### Signal wires by layer, run 1

Two of the layers only.
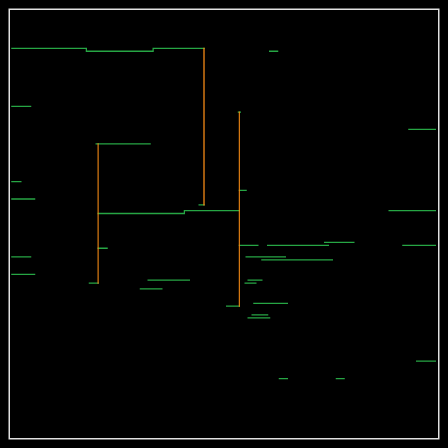
### Selected gate families, run 1

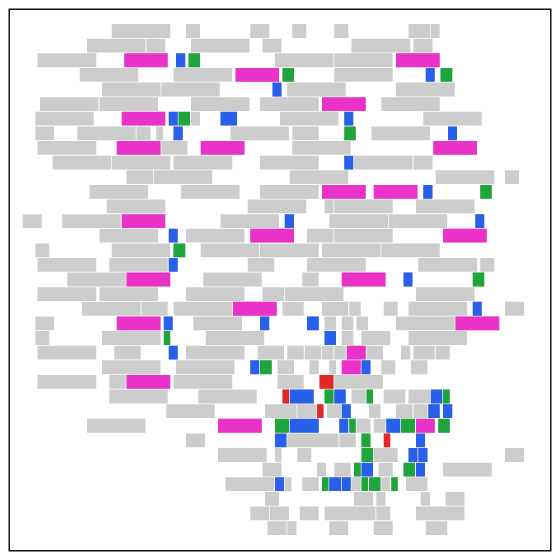
### Sequential cells colored by netlist name, run 1

Scale bar: 20 um. Other sequential cells in the stronger gray, the rest of the logic in the fainter gray.
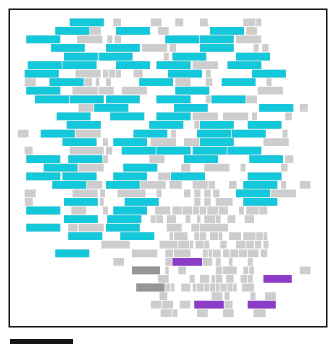
### Routing congestion, run 1

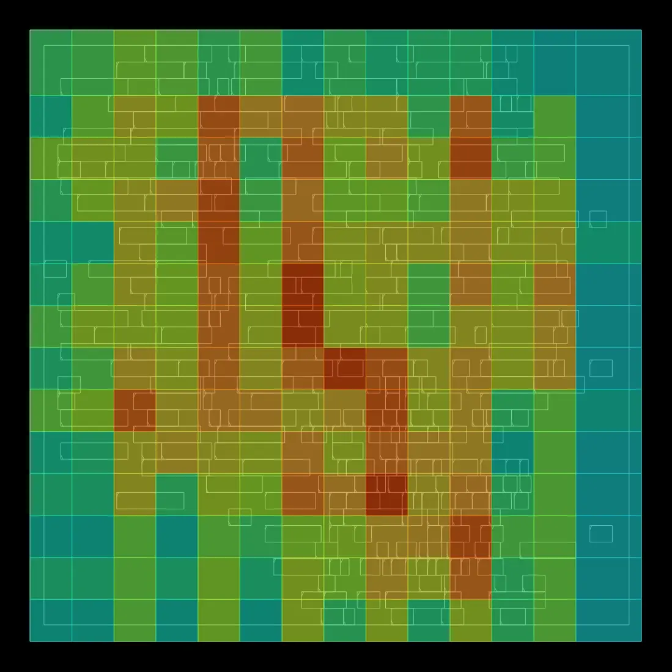
==> config.mk <==
export PLATFORM = sky130hd
export DESIGN_NAME = ret_addr_stack_flat
export DESIGN_NICKNAME = d
export VERILOG_FILES = /design/src/rtl/ret_addr_stack_if.sv /design/src/rtl/ret_addr_stack.sv /design/src/flat_wrapper.sv
export SDC_FILE = /design/constraint.sdc
export NUM_CORES = 1
export LEC_CHECK = 0
export ABC_CLOCK_PERIOD_IN_PS = 2900
export CAP_MARGIN = 20
export CORE_MARGIN = 2
export CORE_UTILIZATION = 40
export DETAILED_ROUTE_END_ITERATION = 7
export GPL_TIMING_DRIVEN = 0
export PLACE_DENSITY = 0.61
export SLEW_MARGIN = 20
export SYNTH_ARGS = -nofsm -noshare
export SYNTH_HDL_FRONTEND = slang
export SYNTH_SLANG_ARGS = --single-unit
==> constraint.sdc <==
create_clock -name RAS_CLK -period 2.9 [get_ports RAS_CLK]
set_input_delay 0.58 -clock RAS_CLK [delete_from_list [all_inputs] [get_ports RAS_CLK]]
set_output_delay 0.58 -clock RAS_CLK [all_outputs]
set_load 0.05 [all_outputs]
==> src/rtl/ret_addr_stack_if.sv <==
// Return-address stack bus: CALL/RET/flush controls in, top/occupancy/error status out.
interface ret_addr_stack_if #(
    parameter int unsigned DEPTH = 8,
    parameter int unsigned AW    = 10
);
    localparam int unsigned CW = $clog2(DEPTH) + 1;

    logic          RAS_PUSH;
    logic          RAS_POP;
    logic          RAS_CLR;
    logic [AW-1:0] RAS_DIN;
    logic [AW-1:0] RAS_TOP;
    logic [CW-1:0] RAS_CNT;
    logic          RAS_EMPTY;
    logic          RAS_FULL;
    logic          RAS_OVF;
    logic          RAS_UNF;

    modport master (
        output RAS_PUSH, RAS_POP, RAS_CLR, RAS_DIN,
        input  RAS_TOP, RAS_CNT, RAS_EMPTY, RAS_FULL, RAS_OVF, RAS_UNF
    );

    modport slave (
        input  RAS_PUSH, RAS_POP, RAS_CLR, RAS_DIN,
        output RAS_TOP, RAS_CNT, RAS_EMPTY, RAS_FULL, RAS_OVF, RAS_UNF
    );
endinterface

==> src/rtl/ret_addr_stack.sv <==
// Saturating return-address stack with zero-latency top read and sticky overflow/underflow flags.
module ret_addr_stack #(
    parameter int unsigned DEPTH = 8,
    parameter int unsigned AW    = 10
) (
    input  logic              RAS_CLK,
    input  logic              RAS_RST_N,
    ret_addr_stack_if.slave   ras
);
    localparam int unsigned PW = $clog2(DEPTH);
    localparam int unsigned CW = PW + 1;
    localparam logic [CW-1:0] FULL_CNT = CW'(DEPTH);

    logic [AW-1:0] r_mem [DEPTH];
    logic [CW-1:0] r_cnt;
    logic          r_ovf;
    logic          r_unf;

    logic [CW-1:0] w_cnt_d;
    logic [CW-1:0] w_cnt_m1;
    logic [PW-1:0] w_top_idx;
    logic [PW-1:0] w_wr_idx;
    logic          w_we;
    logic          w_ovf_d;
    logic          w_unf_d;
    logic          w_empty;
    logic          w_full;

    assign w_empty   = (r_cnt == '0);
    assign w_full    = (r_cnt == FULL_CNT);
    assign w_cnt_m1  = r_cnt - CW'(1);
    assign w_top_idx = w_cnt_m1[PW-1:0];

    always_comb begin
        w_cnt_d  = r_cnt;
        w_ovf_d  = r_ovf;
        w_unf_d  = r_unf;
        w_we     = 1'b0;
        w_wr_idx = r_cnt[PW-1:0];
        if (ras.RAS_CLR) begin
            w_cnt_d = '0;
            w_ovf_d = 1'b0;
            w_unf_d = 1'b0;
        end else if (ras.RAS_PUSH && ras.RAS_POP) begin
            w_we = 1'b1;
            if (w_empty) begin
                // Nothing to pop: behaves as a plain push into slot 0, flagged as underflow.
                w_cnt_d = CW'(1);
                w_unf_d = 1'b1;
            end else begin
                w_wr_idx = w_top_idx;
            end
        end else if (ras.RAS_PUSH) begin
            if (w_full) begin
                w_ovf_d = 1'b1;
            end else begin
                w_we    = 1'b1;
                w_cnt_d = r_cnt + CW'(1);
            end
        end else if (ras.RAS_POP) begin
            if (w_empty) begin
                w_unf_d = 1'b1;
            end else begin
                w_cnt_d = w_cnt_m1;
            end
        end
    end

    always_ff @(posedge RAS_CLK or negedge RAS_RST_N) begin
        if (!RAS_RST_N) begin
            r_cnt <= '0;
            r_ovf <= 1'b0;
            r_unf <= 1'b0;
        end else begin
            r_cnt <= w_cnt_d;
            r_ovf <= w_ovf_d;
            r_unf <= w_unf_d;
        end
    end

    // Entry storage is intentionally unreset; the count alone defines validity.
    always_ff @(posedge RAS_CLK) begin
        if (w_we) begin
            r_mem[w_wr_idx] <= ras.RAS_DIN;
        end
    end

    assign ras.RAS_TOP   = w_empty ? '0 : r_mem[w_top_idx];
    assign ras.RAS_CNT   = r_cnt;
    assign ras.RAS_EMPTY = w_empty;
    assign ras.RAS_FULL  = w_full;
    assign ras.RAS_OVF   = r_ovf;
    assign ras.RAS_UNF   = r_unf;
endmodule

==> src/flat_wrapper.sv <==
// flat-port wrapper written by rule: the top's interface ports become plain ports
module ret_addr_stack_flat 
#(
    parameter int unsigned DEPTH = 8,
    parameter int unsigned AW    = 10
)
  (RAS_CLK, RAS_RST_N, ras_RAS_PUSH, ras_RAS_POP, ras_RAS_CLR, ras_RAS_DIN, ras_RAS_TOP, ras_RAS_CNT, ras_RAS_EMPTY, ras_RAS_FULL, ras_RAS_OVF, ras_RAS_UNF);
  ret_addr_stack_if #(.DEPTH(DEPTH), .AW(AW)) ras_i ();
  input  logic RAS_CLK;
  input  logic RAS_RST_N;
  input wire logic [$bits(ras_i.RAS_PUSH)-1:0] ras_RAS_PUSH;
  input wire logic [$bits(ras_i.RAS_POP)-1:0] ras_RAS_POP;
  input wire logic [$bits(ras_i.RAS_CLR)-1:0] ras_RAS_CLR;
  input wire logic [$bits(ras_i.RAS_DIN)-1:0] ras_RAS_DIN;
  output wire logic [$bits(ras_i.RAS_TOP)-1:0] ras_RAS_TOP;
  output wire logic [$bits(ras_i.RAS_CNT)-1:0] ras_RAS_CNT;
  output wire logic [$bits(ras_i.RAS_EMPTY)-1:0] ras_RAS_EMPTY;
  output wire logic [$bits(ras_i.RAS_FULL)-1:0] ras_RAS_FULL;
  output wire logic [$bits(ras_i.RAS_OVF)-1:0] ras_RAS_OVF;
  output wire logic [$bits(ras_i.RAS_UNF)-1:0] ras_RAS_UNF;
  assign ras_i.RAS_PUSH = ras_RAS_PUSH;
  assign ras_i.RAS_POP = ras_RAS_POP;
  assign ras_i.RAS_CLR = ras_RAS_CLR;
  assign ras_i.RAS_DIN = ras_RAS_DIN;
  assign ras_RAS_TOP = ras_i.RAS_TOP;
  assign ras_RAS_CNT = ras_i.RAS_CNT;
  assign ras_RAS_EMPTY = ras_i.RAS_EMPTY;
  assign ras_RAS_FULL = ras_i.RAS_FULL;
  assign ras_RAS_OVF = ras_i.RAS_OVF;
  assign ras_RAS_UNF = ras_i.RAS_UNF;
  ret_addr_stack #(.DEPTH(DEPTH), .AW(AW)) u_core (.RAS_CLK(RAS_CLK), .RAS_RST_N(RAS_RST_N), .ras(ras_i));
endmodule
==> results_slide.txt, run 1 <==
Synthesis and Place & Route Summary

Logic synthesis
  • Seq share, synth: approximately 69%
  • Ys flops: roughly 86
  • Mean post-synth cell area: about 16 um^2

CTS
  • CTS H-tree depth: 3
  • Clock latency at the later pin of the worst-skew pair: between 0.3 and 0.4 ns
  • Total CTS buffers: 9
  • Clk buf depth: 2

Flow run
  • Log Warnings: 28

Final layout
  • Layout cell share with drive strength beyond 1: between 30 and 40%
  • Top Layout Cells: edfxtp_1, o21ai_0, mux4_2, clkdlybuf4s50_1
  • Layout Nets: around 290

Final timing
  • Fin crit share: between 90% and 100%
  • Worst-margin pin slew: about 0.72 ns
  • Fin Setup TNS: 0 ns

Setup path
  • Flop2flop setup slack: around 0.18 ns
  • Kind of critical path: flop to output port
  • Crit Path Max Fanout: 10
  • CP Capture Point: ras_RAS_TOP[8]
  • CP startpoint kind: flop
  • CP arrival: 2.24 ns

Global routing
  • Largest net degree at the start of global routing: 16
  • First-pass GRT wire length: between 10 and 15 mm

Place
  • Final GP Congestion: approximately 0.85
  • I/O Buffers: 32

Pwr
  • Overall power: between 4 and 5 mW
  • Worst vdd rail ir drop: around 530 uV

Run status
  • Outcome: finished, final reports clean

Die
  • Die Size: about 10,000 um^2
  • Core Box Area: 9153 um^2
  • Die width: around 100 um
  • I/O pins: 33

Min path
  • Hold Crit Class: input port to async pin
About 'Signal wires by layer':
| color | layer | wire length |
|---|---|---|
| orange | M4 | 115 um |
| green | M3 | 247 um |
vias: 2,183
gr usage total: 16.68%
final wirelength: 7.974 mm
WL/cell: 20.45 um

About 'Selected gate families':
| color | family | cells | most used |
|---|---|---|---|
| blue | aoi and oai cells | 41 | o21ai_0 |
| magenta | mux cells | 23 | mux4_2 |
| green | nand cells | 25 | nand2_2 |
| red | inv cells | 4 | inv_1 |
most numerous logic cell after layout: edfxtp_1
Non-Filler Instances: 390

About 'Sequential cells colored by netlist name':
| color | netlist name | flops |
|---|---|---|
| purple | u_core.ras.RAS_CNT | 4 |
| cyan | u_core.r_mem | 80 |
Reg area: 2555 um^2
Seq/total area: 56.52%
Layout Utilization: 49.39%
sequential power: 1.49 mW

About 'Routing congestion':
routing usage on met3: 3.121%
busiest layer in global routing: met2
GR Layer Usage met2: 26.38%

run 1: worst max-delay path: cells and delay by family, from the launching register on:
family                   cells  cell delay (ns)
AND/OR/NAND/NOR              1             0.09
multiplexers                 1             0.28
adder cells (fa/ha/maj)      1             0.34
buffers and inverters        4             0.65
AND-OR/OR-AND                1             0.11
flip-flops                   1             0.40
run 1: per-layer routing:
layer	global-route usage (%)	part of all wire (%)
met5	0	0
met2	26.38	49
met3	3.121	3.1
met1	23.45	47
met4	5.690	1.4
run 1: state kept, by name (all words and copies together) (netlist names):
signal / count
u_core.r_mem: 80
u_core.ras.RAS_CNT: 4
u_core.ras.RAS_OVF: 1
u_core.ras.RAS_UNF: 1
run 1: power breakdown:
part | switching, mW | internal [mW]
sequential | 0.0367 | 1.45
clock | 0.448 | 0.407
combinational | 1.27 | 0.860
total | 1.76 | 2.71
run 1: cell type report:
type	count	area, um^2
Buffer	12	136.4
Timing Repair Buffer	37	331.6
Inverter	4	18.77
Multi-Input combinational cell	124	1144
Clock inverter	6	68.82
Fill cell	777	4632
Sequential cell	86	2555
Clock buffer	10	127.6
Tap cell	111	138.9
run 1: repair_timing:
item / in CTS / in global routing
pin swaps: 1 / 1
setup buffers: 2 / 1
endpoints found under the setup margin: 77 / 56
gates resized: 86 / 16
hold buffers: 0 / 0
run 1: synth_stat cells:
cell | number | share of area [%]
a211oi_2 | 1 | 0.34
or4_1 | 1 | 0.20
a31oi_1 | 5 | 0.84
xor2_1 | 1 | 0.24
inv_1 | 3 | 0.30
o22ai_1 | 3 | 0.50
edfxtp_1 | 80 | 65
clkbuf_1 | 3 | 0.30
nand2b_1 | 3 | 0.50
nand3b_1 | 2 | 0.40
a21oi_1 | 5 | 0.67
or3b_2 | 1 | 0.24
nand3_1 | 2 | 0.27
nor4b_1 | 2 | 0.47
xnor2_2 | 1 | 0.44
mux2i_1 | 3 | 0.81
o21ai_0 | 25 | 3.4
buf_6 | 2 | 0.60
nor2_1 | 12 | 1.2
mux4_2 | 20 | 12
inv_2 | 1 | 0.10
and2b_1 | 2 | 0.40
a221o_1 | 1 | 0.27
o2111a_1 | 1 | 0.30
dfrtp_1 | 6 | 4.0
nor3b_1 | 1 | 0.20
or3b_1 | 1 | 0.24
nor2b_1 | 1 | 0.17
xnor2_1 | 2 | 0.47
buf_2 | 8 | 1.1
ha_1 | 2 | 0.67
o221ai_2 | 1 | 0.40
a21boi_0 | 1 | 0.20
or2b_1 | 1 | 0.20
nand2_1 | 17 | 1.7
nor3_1 | 3 | 0.40
nand4_1 | 1 | 0.17
buf_1 | 1 | 0.10
clkbuf_4 | 1 | 0.20
and2_1 | 2 | 0.34
run 1: cell families after synthesis:
logic type	Yosys count	share of synthesized area, %
flops	86	68.57
mux	23	12.91
fa+ha+maj	2	0.6722
buf+inv	19	2.689
simple gates	52	7.126
compound gates	43	6.891
xor+xnor	4	1.143
run 1: stage by stage:
stage | instances | cell area, um^2 | hold WS (ns)
3_5_place_dp | 374 | 4230 | 0.5003
2_1_floorplan | 229 | 3749 | 0.2844
5_1_grt | 390 | 4521 | 0.4799
4_1_cts | 389 | 4481 | 0.4699
6_report | 390 | 4521 | 0.4771
3_3_place_gp | 372 | 4208 | 0.4854
## Run 2: what changed since run 1
CORE_UTILIZATION = 55   (was 40)
PLACE_DENSITY = 0.79   (was 0.61)
### Met4 routing, run 2

Scale bar: 20 um.
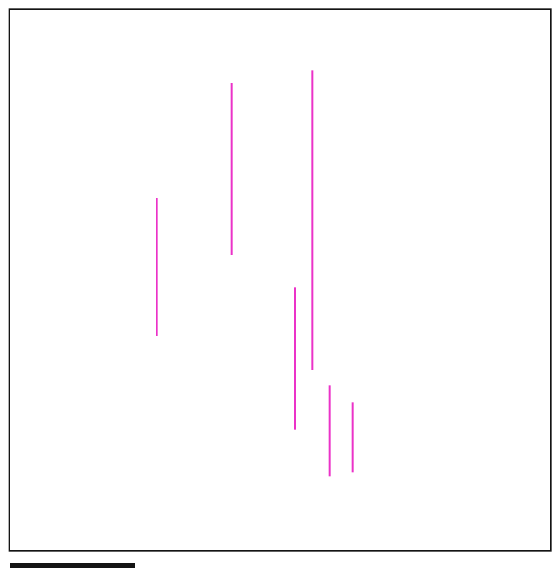
wire length on this layer: 144 um
main direction: vertical
longest straight run: 47.6 um
nets with wire on the layer: 5
final wirelength: 7.808 mm
vias: 2,245

==> results_slide.txt, run 2 <==
Synthesis and Place & Route Summary

CTS
  • Clk buf depth: 2
  • Clock latency at the later pin of the worst-skew pair: approximately 0.35 ns
  • CTS Hold Bufs: 0

Place
  • I/O Buffers: 32
  • Placed Cells: between 300 and 400
  • Final GP Congestion: 0.8234

Drt
  • WL/cell: 21.93 um

Logic synthesis
  • Top-count cell post-synth: edfxtp_1
  • Number of synthesized flops with an enable pin: ~80
  • Async SR Flop Fraction: roughly 7.0%
  • Top area cell types: edfxtp_1, mux4_2, dfrtp_1

Flow run
  • Log Warnings: 29

Pwr
  • Overall power: around 4.5 mW

Final layout
  • Most numerous logic cell after layout: edfxtp_1
  • Non-Filler Instances: roughly 360
  • Layout cell share with drive strength beyond 1: between 30% and 40%
  • Fin area: between 4000 and 5000 um^2
  • Layout Nets: about 290
  • # fillers: between 400 and 500
  • Max FFs per register: about 80

Die
  • Core Box Area: 6459 um^2

Setup path
  • CP Capture Point: ras_RAS_TOP[9]
  • Kind of critical path: flop to output port

Global routing
  • Largest net degree at the start of global routing: 17

Final timing
  • Worst-margin pin slew: about 0.77 ns
  • Fin crit share: between 90% and 100%

Run status
  • Outcome: finished, final reports clean
## run 2: metal layers
metal | GRT usage, % | part of all wire, % | vias up
met5 | 0 | 0 | -
met1 | 32.38 | 42 | 1137
met4 | 9.517 | 1.8 | 0
li1 | - | - | 996
met2 | 36.86 | 50 | 96
met3 | 4.190 | 6.6 | 16
## run 2: worst max-delay path: cells and delay by family, from the launching register on
| family | cells | cell delay [ns] |
|---|---|---|
| mux | 1 | 0.29 |
| simple gates | 1 | 0.06 |
| buf+inv | 4 | 0.68 |
| compound gates | 1 | 0.14 |
| flops | 1 | 0.41 |
| fa+ha+maj | 1 | 0.34 |
## run 2: layout make-up
cell class / count / area (um^2) / share of cell area (%)
Multi-Input combinational cell: 124 / 1140 / 25.48
Sequential cell: 86 / 2555 / 57.12
Clock buffer: 9 / 123.9 / 2.769
Timing Repair Buffer: 37 / 324.1 / 7.245
Buffer: 12 / 136.4 / 3.049
Inverter: 4 / 18.77 / 0.4196
Tap cell: 77 / 96.34 / 2.154
Clock inverter: 7 / 78.83 / 1.762
## run 2: worst min-delay path by stage
stage / from / endpoint / slack [ns] / cells past startpoint
global route: RAS_RST_N / u_core.ras.RAS_CNT[3]$_DFFE_PN0P_ / 0.48 / 1
global placement: u_core.ras.RAS_UNF$_DFFE_PN0P_ / u_core.ras.RAS_UNF$_DFFE_PN0P_ / 0.48 / 2
finish: RAS_RST_N / u_core.ras.RAS_CNT[3]$_DFFE_PN0P_ / 0.48 / 1
CTS: RAS_RST_N / u_core.ras.RAS_CNT[3]$_DFFE_PN0P_ / 0.47 / 1
floorplan: RAS_RST_N / u_core.ras.RAS_CNT[0]$_DFFE_PN0P_ / 0.28 / 0
detailed placement: u_core.ras.RAS_UNF$_DFFE_PN0P_ / u_core.ras.RAS_UNF$_DFFE_PN0P_ / 0.49 / 2
## run 2: power breakdown
part	switching, mW	internal (mW)
combinational	1.28	0.878
clock	0.448	0.409
sequential	0.0397	1.45
total	1.77	2.74
## run 2: logic make-up (layout without fill, tap and decap cells)
family          Yosys count  count (layout)  synth area share, %
flops                    86              86                68.57
simple gates             52              52                7.126
compound gates           43              43                6.891
mux                      23              23                12.91
buf+inv                  19              69                2.689
xor+xnor                  4               4                1.143
fa+ha+maj                 2               2               0.6722
## run 2: timing repair
item / CTS / global route
resized: 86 / 16
pin swaps: 1 / 1
buffers inserted: 3 / 2
endpoints found under the setup margin: 92 / 52
Power is estimated from default activity; no workload was simulated.
